==> src/rtl/freq_counter_if.sv <==
// Measurement bus of the gated frequency counter: input signal plus latched BCD result.
// DIGITS must match the DIGITS parameter of the freq_counter attached as master.
interface freq_counter_if #(
    parameter int DIGITS = 4
);
    logic                  sig_in;
    logic [4*DIGITS-1:0]   bcd_out;
    logic                  ovf;
    logic                  valid;
    logic                  gate;

    modport master (
        input  sig_in,
        output bcd_out,
        output ovf,
        output valid,
        output gate
    );

    modport slave (
        output sig_in,
        input  bcd_out,
        input  ovf,
        input  valid,
        input  gate
    );
endinterface

==> src/rtl/freq_counter.sv <==
// Gated frequency counter: counts sig_in rising edges per PRESCALE*GATE_TICKS-cycle window into BCD.
// Result registered one cycle after window end with a one-cycle valid pulse; no backpressure.
module freq_counter #(
    parameter int PRESCALE   = 50000,
    parameter int GATE_TICKS = 1000,
    parameter int DIGITS     = 4
) (
    input  logic           clk,
    input  logic           rst,
    freq_counter_if.master bus
);
    localparam int PW = (PRESCALE > 1) ? $clog2(PRESCALE) : 1;
    localparam int GW = (GATE_TICKS > 1) ? $clog2(GATE_TICKS) : 1;
    localparam logic [PW-1:0] PRE_LAST  = PW'(PRESCALE - 1);
    localparam logic [GW-1:0] GATE_LAST = GW'(GATE_TICKS - 1);

    logic                   s1, s2, s3;
    logic                   rise;
    logic [PW-1:0]          pre_cnt;
    logic                   tick;
    logic [GW-1:0]          gate_cnt;
    logic                   win_end;
    logic [DIGITS-1:0][3:0] acc, acc_inc, acc_nxt;
    logic                   sat, sat_nxt;
    logic                   all_nine, carry;
    logic [4*DIGITS-1:0]    bcd_q;
    logic                   ovf_q, valid_q, gate_q;

    assign rise    = s2 & ~s3;
    assign tick    = (pre_cnt == PRE_LAST);
    assign win_end = tick & (gate_cnt == GATE_LAST);

    // Digits at 9 or above wrap to 0, so no A-F code can ever propagate.
    always_comb begin
        acc_inc  = acc;
        carry    = 1'b1;
        all_nine = 1'b1;
        for (int i = 0; i < DIGITS; i++) begin
            all_nine = all_nine & (acc[i] == 4'd9);
            if (carry) begin
                if (acc[i] >= 4'd9) begin
                    acc_inc[i] = 4'd0;
                end else begin
                    acc_inc[i] = acc[i] + 4'd1;
                    carry      = 1'b0;
                end
            end
        end

        acc_nxt = acc;
        sat_nxt = sat;
        if (rise) begin
            if (all_nine) begin
                sat_nxt = 1'b1;
            end else begin
                acc_nxt = acc_inc;
            end
        end
    end

    always_ff @(posedge clk) begin
        if (rst) begin
            s1       <= 1'b0;
            s2       <= 1'b0;
            s3       <= 1'b0;
            pre_cnt  <= '0;
            gate_cnt <= '0;
            acc      <= '0;
            sat      <= 1'b0;
            bcd_q    <= '0;
            ovf_q    <= 1'b0;
            valid_q  <= 1'b0;
            gate_q   <= 1'b0;
        end else begin
            s1 <= bus.sig_in;
            s2 <= s1;
            s3 <= s2;

            pre_cnt <= tick ? '0 : pre_cnt + PW'(1);
            if (tick) begin
                gate_cnt <= (gate_cnt == GATE_LAST) ? '0 : gate_cnt + GW'(1);
            end

            valid_q <= win_end;
            // A rise in the win_end cycle is folded into the closing result via acc_nxt.
            if (win_end) begin
                bcd_q  <= acc_nxt;
                ovf_q  <= sat_nxt;
                acc    <= '0;
                sat    <= 1'b0;
                gate_q <= ~gate_q;
            end else begin
                acc <= acc_nxt;
                sat <= sat_nxt;
            end
        end
    end

    assign bus.bcd_out = bcd_q;
    assign bus.ovf     = ovf_q;
    assign bus.valid   = valid_q;
    assign bus.gate    = gate_q;
endmodule

==> src/flat_wrapper.sv <==
// flat-port wrapper written by rule: the top's interface ports become plain ports
module freq_counter_flat 
#(
    parameter int PRESCALE   = 50000,
    parameter int GATE_TICKS = 1000,
    parameter int DIGITS     = 4
)
  (clk, rst, bus_sig_in, bus_bcd_out, bus_ovf, bus_valid, bus_gate);
  freq_counter_if #(.DIGITS(DIGITS)) bus_i ();
  input  logic clk;
  input  logic rst;
  input wire logic [$bits(bus_i.sig_in)-1:0] bus_sig_in;
  output wire logic [$bits(bus_i.bcd_out)-1:0] bus_bcd_out;
  output wire logic [$bits(bus_i.ovf)-1:0] bus_ovf;
  output wire logic [$bits(bus_i.valid)-1:0] bus_valid;
  output wire logic [$bits(bus_i.gate)-1:0] bus_gate;
  assign bus_i.sig_in = bus_sig_in;
  assign bus_bcd_out = bus_i.bcd_out;
  assign bus_ovf = bus_i.ovf;
  assign bus_valid = bus_i.valid;
  assign bus_gate = bus_i.gate;
  freq_counter #(.PRESCALE(PRESCALE), .GATE_TICKS(GATE_TICKS), .DIGITS(DIGITS)) u_core (.clk(clk), .rst(rst), .bus(bus_i));
endmodule
==> config.mk <==
export PLATFORM = sky130hd
export DESIGN_NAME = freq_counter_flat
export DESIGN_NICKNAME = d
export VERILOG_FILES = /design/src/rtl/freq_counter_if.sv /design/src/rtl/freq_counter.sv /design/src/flat_wrapper.sv
export SDC_FILE = /design/constraint.sdc
export NUM_CORES = 1
export LEC_CHECK = 0
export CAP_MARGIN = 20
export CORE_UTILIZATION = 25
export DETAILED_ROUTE_END_ITERATION = 8
export SLEW_MARGIN = 20
export SYNTH_ARGS = -nofsm -noshare
export SYNTH_HDL_FRONTEND = slang
export SYNTH_SLANG_ARGS = --single-unit
==> constraint.sdc <==
create_clock -name clk -period 6.5 [get_ports clk]
set_input_delay 1.3 -clock clk [delete_from_list [all_inputs] [get_ports clk]]
set_output_delay 1.3 -clock clk [all_outputs]
set_load 0.03 [all_outputs]
### Placed standard cells, run 1

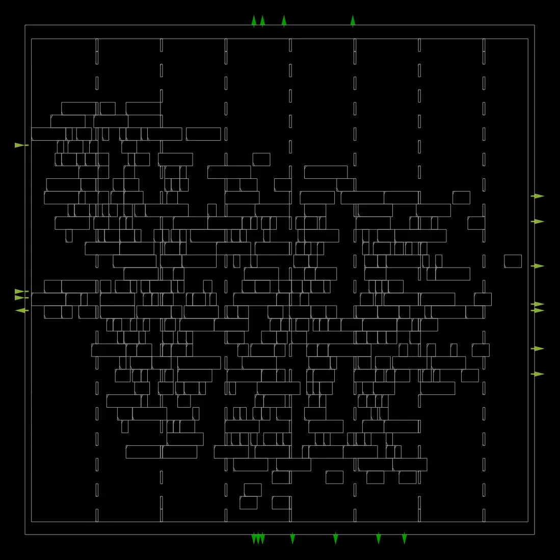
final core area utilization: 0.320
n_taps: 140
final std cells w/o fill: 489
registers: 65

### Wire density map, run 1

Scale bar: 20 um. The die is cut into 22 by 22 equal tiles; dark purple is low, yellow is high, scaled to the fullest tile. Values are wire area over tile area, all layers added.
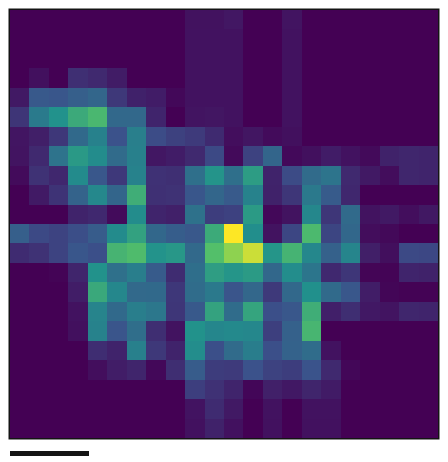
The densest ninth of the die: middle. 6.4% of the tiles are over half the peak. The emptiest ninth of the die: top right. The mean over all tiles is 0.077. The fullest tile reaches 0.53. 40% of the tiles are nearly empty.

==> results.tsv, run 1 <==
stage	metric	value	unit
floorplan	Die W	109	um
floorplan	die area	11900	um^2
hold_path	Hold EP	u_core.s2	
synth	Warnings, synthesis	0	
grt	vias in the first global route	2261	
synth	Mux area share	0.00699	
timing	worst-margin pin slew	911	ps
finish	logic area	1480	um^2
detailed_routing	Final ANT Viol Nets	0	
placed_design	Placement Setup Slack	3530	ps
timing	worst hold slack	434	ps
synth	Synth Net Count	336	
synth	Basic Gates by Area	0.273	
cts	CTS Root Cell	clkbuf_16	
synth	EDFF count, synth	0	
synth	Top logic family	simple AND/OR/NAND/NOR gates	
timing	cycle use final	0.408	
synth	Synth area leader	dfxtp_1	
timing	fmax	377	MHz
setup_path	Startpoint Class	register	
finish	layout cells sized above 1	0.0688	
setup_path	Setup Crit Path Kind	register to output pin	
setup_path	CP endpoint	bus_bcd_out[14]	
detailed_routing	vias	2257	
cts	setup bufs post-CTS	0	
run_status	outcome	finished, final reports clean	
power_and_ir_drop	leakage power	1.24	nW
finish	Area growth, synth to finish	22.6	%
finish	Layout Nets	361	
floorplan	core area	11000	um^2
setup_path	worst flop-to-flop path startpoint	u_core.pre_cnt[10]	
cts	Clock Pin Slew Worst Setup and Hold Paths	50	ps
synth	Synth Cell Area	2860	um^2
synth	sequential share of the synthesized area	0.454	
setup_path	Setup crit end kind	output pin	
### Clock distribution, run 1

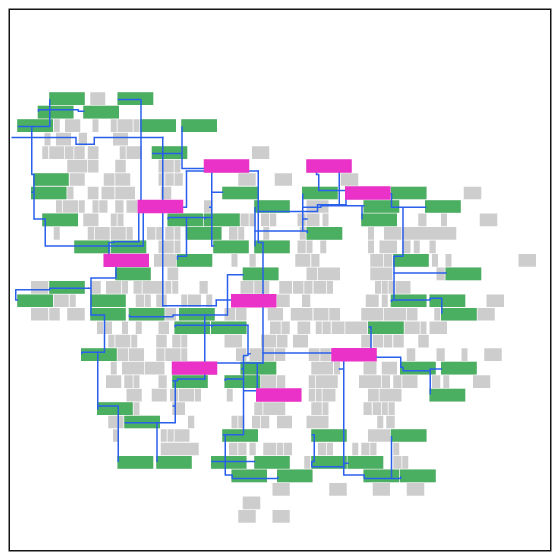
Blue shows clock wires, length 864 um. Green shows flip-flops, count 65. Magenta shows clock-net drivers, count 9.
Position of the flops: all over the die.

==> run 1: worst reg2reg max path, stage by stage (launching register included) <==
cell,delay (ps)
dfxtp_1,340
or4_1,550
or4_4,640
nor2_1,260
nand2_1,330
inv_1,210
nand2b_1,80
o21ai_0,130
==> run 1: area by class of cell <==
| cell class | count | area share |
|---|---|---|
| multi-input cells | 235 | 0.421 |
| flip-flops and latches | 65 | 0.371 |
| clock buffers | 11 | 0.0691 |
| repair buffers | 22 | 0.0620 |
| well taps | 140 | 0.0499 |
| clock inverters | 5 | 0.0157 |
| inverters | 11 | 0.0118 |
==> run 1: cells in the mapped netlist (4+ instances only) <==
master,instances
dfxtp_1,65
nor2_1,44
nand2_1,33
o21ai_0,18
xnor2_1,15
ha_1,14
nand3_1,12
a21oi_1,11
inv_1,11
xor2_1,10
nor2b_1,9
nor3_1,8
and3_1,7
buf_2,5
a41oi_1,4
nor4_1,4
==> run 1: routing by layer <==
| metal | up-vias | share of wire | track usage |
|---|---|---|---|
| met1 | 1053 | 0.46 | 0.129 |
| li1 | 1160 | - | - |
| met5 | - | 0 | 0 |
| met2 | 35 | 0.49 | 0.182 |
| met3 | 9 | 0.044 | 0.0400 |
| met4 | 0 | 0.015 | 0.0425 |
==> run 1: sequential cells by signal, indices dropped and copies added (netlist names) <==
| signal | cells |
|---|---|
| u_core.bus.valid | 1 |
| u_core.s1 | 1 |
| u_core.gate_cnt | 10 |
| u_core.bus.ovf | 1 |
| u_core.pre_cnt | 16 |
| u_core.sat | 1 |
| u_core.s2 | 1 |
| u_core.s3 | 1 |
| u_core.bus.bcd_out | 16 |
| u_core.bus.gate | 1 |
| u_core.acc | 16 |
### Sequential cells grouped by signal name, run 1

Other sequential cells in the stronger grey, the rest of the logic in the fainter grey.
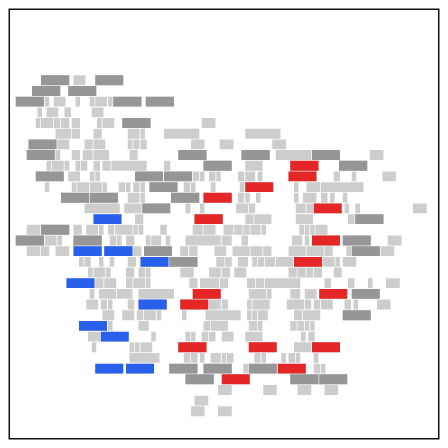

==> run 1 -> run 2 <==
- clock period: 6.5 -> 2.58 ns (I/O delays scaled with it)
### Sequential cells grouped by signal name, run 2

Other sequential cells in the stronger grey, the rest of the logic in the fainter grey.
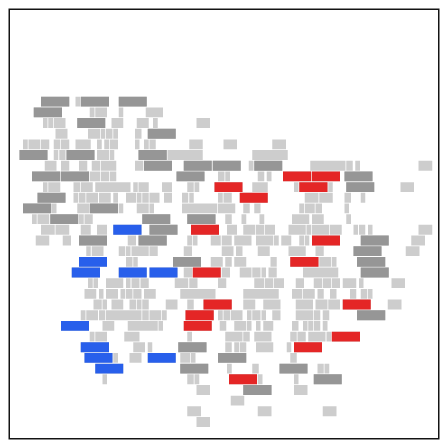
Red shows u_core.acc, placed flops 16. Blue shows u_core.gate_cnt, placed flops 10.

### Drive-strength map, run 2

Scale bar: 20 um.
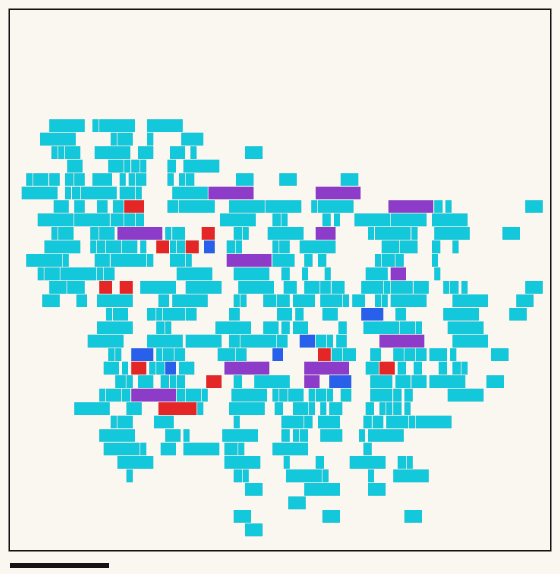
Cyan shows x1 and smaller, cells 323, share 92%, most used dfxtp_1. Blue shows x2, cells 7, share 2.0%. Purple shows x6 and larger, cells 12, share 3.4%, most used clkbuf_16. Red shows x3 and x4, cells 11, share 3.1%, most used buf_4.

==> run 2 against run 1 <==
Hold slack better by 15 ps. Synthesized area unchanged. Register-to-register slack worse by 3600 ps. Via count is the same. Setup slack worse by 3600 ps. Sequential power rose to 2.5 times the previous value. Wire length increased by 1.4%.
==> results.tsv, run 2 <==
stage	metric	value	unit	change
grt	vias in the first global route	2181		-3.5%
synth	sequential share of the synthesized area	0.454		unchanged
synth	EDFF count, synth	0		unchanged
finish	final std cells w/o fill	493		+0.82%
timing	cycle use final	0.910		
run_status	outcome	finished, final reports clean		
timing	fmax	426	MHz	
power_and_ir_drop	leakage power	1.25	nW	+1.4%
synth	most frequent cell after synthesis	dfxtp_1		
finish	Layout Nets	365		+1.1%
timing	worst-margin pin slew	744	ps	-168 ps
finish	layout cells sized above 1	0.0850		+0.0162
synth	Synth area leader	dfxtp_1		
finish	final core area utilization	0.322		+0.00205
synth	Warnings, synthesis	0		unchanged
detailed_routing	Final ANT Viol Nets	0		unchanged
setup_path	Startpoint Class	register		
floorplan	die area	11900	um^2	unchanged
setup_path	Setup crit end kind	register		
cts	CTS Root Cell	clkbuf_16		
detailed_routing	vias	2257		unchanged
synth	Synth Net Count	336		unchanged
finish	Area growth, synth to finish	23.4	%	
setup_path	worst flop-to-flop path startpoint	u_core.pre_cnt[10]		
timing	worst hold slack	449	ps	+14.6 ps
hold_path	Hold EP	u_core.pre_cnt[0]		
==> run 2: cell counts after synthesis <==
No cell type changed its count.
==> run 2: area by class of cell <==
cell class / instances / area, um^2
Clock buffer: 9 / 225
Multi-Input combinational cell: 235 / 1480
Inverter: 11 / 41.3
Clock inverter: 7 / 62.6
Fill cell: 1151 / 7450
Timing Repair Buffer: 26 / 248
Tap cell: 140 / 175
Sequential cell: 65 / 1300
==> run 2: cells by family (layout without fill, tap and decap cells) <==
kind of cell,after synthesis,in the layout,synth area share
AND-OR/OR-AND,46,46,0.0987
XOR/XNOR,25,25,0.0765
adder cells (fa/ha/maj),14,14,0.0612
buffers and inverters,19,53,0.0297
flip-flops,65,65,0.454
multiplexers,2,2,0.00699
AND/OR/NAND/NOR,148,148,0.273
==> run 2: report_power, final <==
| part | total, mW | switching, mW | internal, mW |
|---|---|---|---|
| Clock | 1.15 | 0.481 | 0.667 |
| Sequential | 1.02 | 0.00537 | 1.01 |
| Combinational | 0.0451 | 0.0292 | 0.0159 |
| Total | 2.21 | 0.516 | 1.69 |
==> run 2: layer usage <==
metal / wire, um / track usage
met2: 2760 / 0.177
met1: 2850 / 0.133
met3: 220 / 0.0406
met4: 75 / 0.0357
met5: 0 / 0
==> run 2: worst register-to-register path: stages (launching register included) <==
cell     delay, ps
dfxtp_1        330
or4_1          540
or4_4          540
o21a_1         470
a32o_1         340
==> run 2: what timing repair did <==
item | 4_1_cts | 5_1_grt
resized | 0 | 1
setup buffers | 0 | 0
setup endpoints to repair | 0 | 3
==> run 2: through the flow <==
stage	instance area, um^2	setup WS (ps)
after floorplan	2860	414
after global placement	3240	208
after detailed placement	3240	109
after CTS	3530	89.8
after global routing	3530	31.9
final	3530	233
Power is estimated from default activity; no workload was simulated.
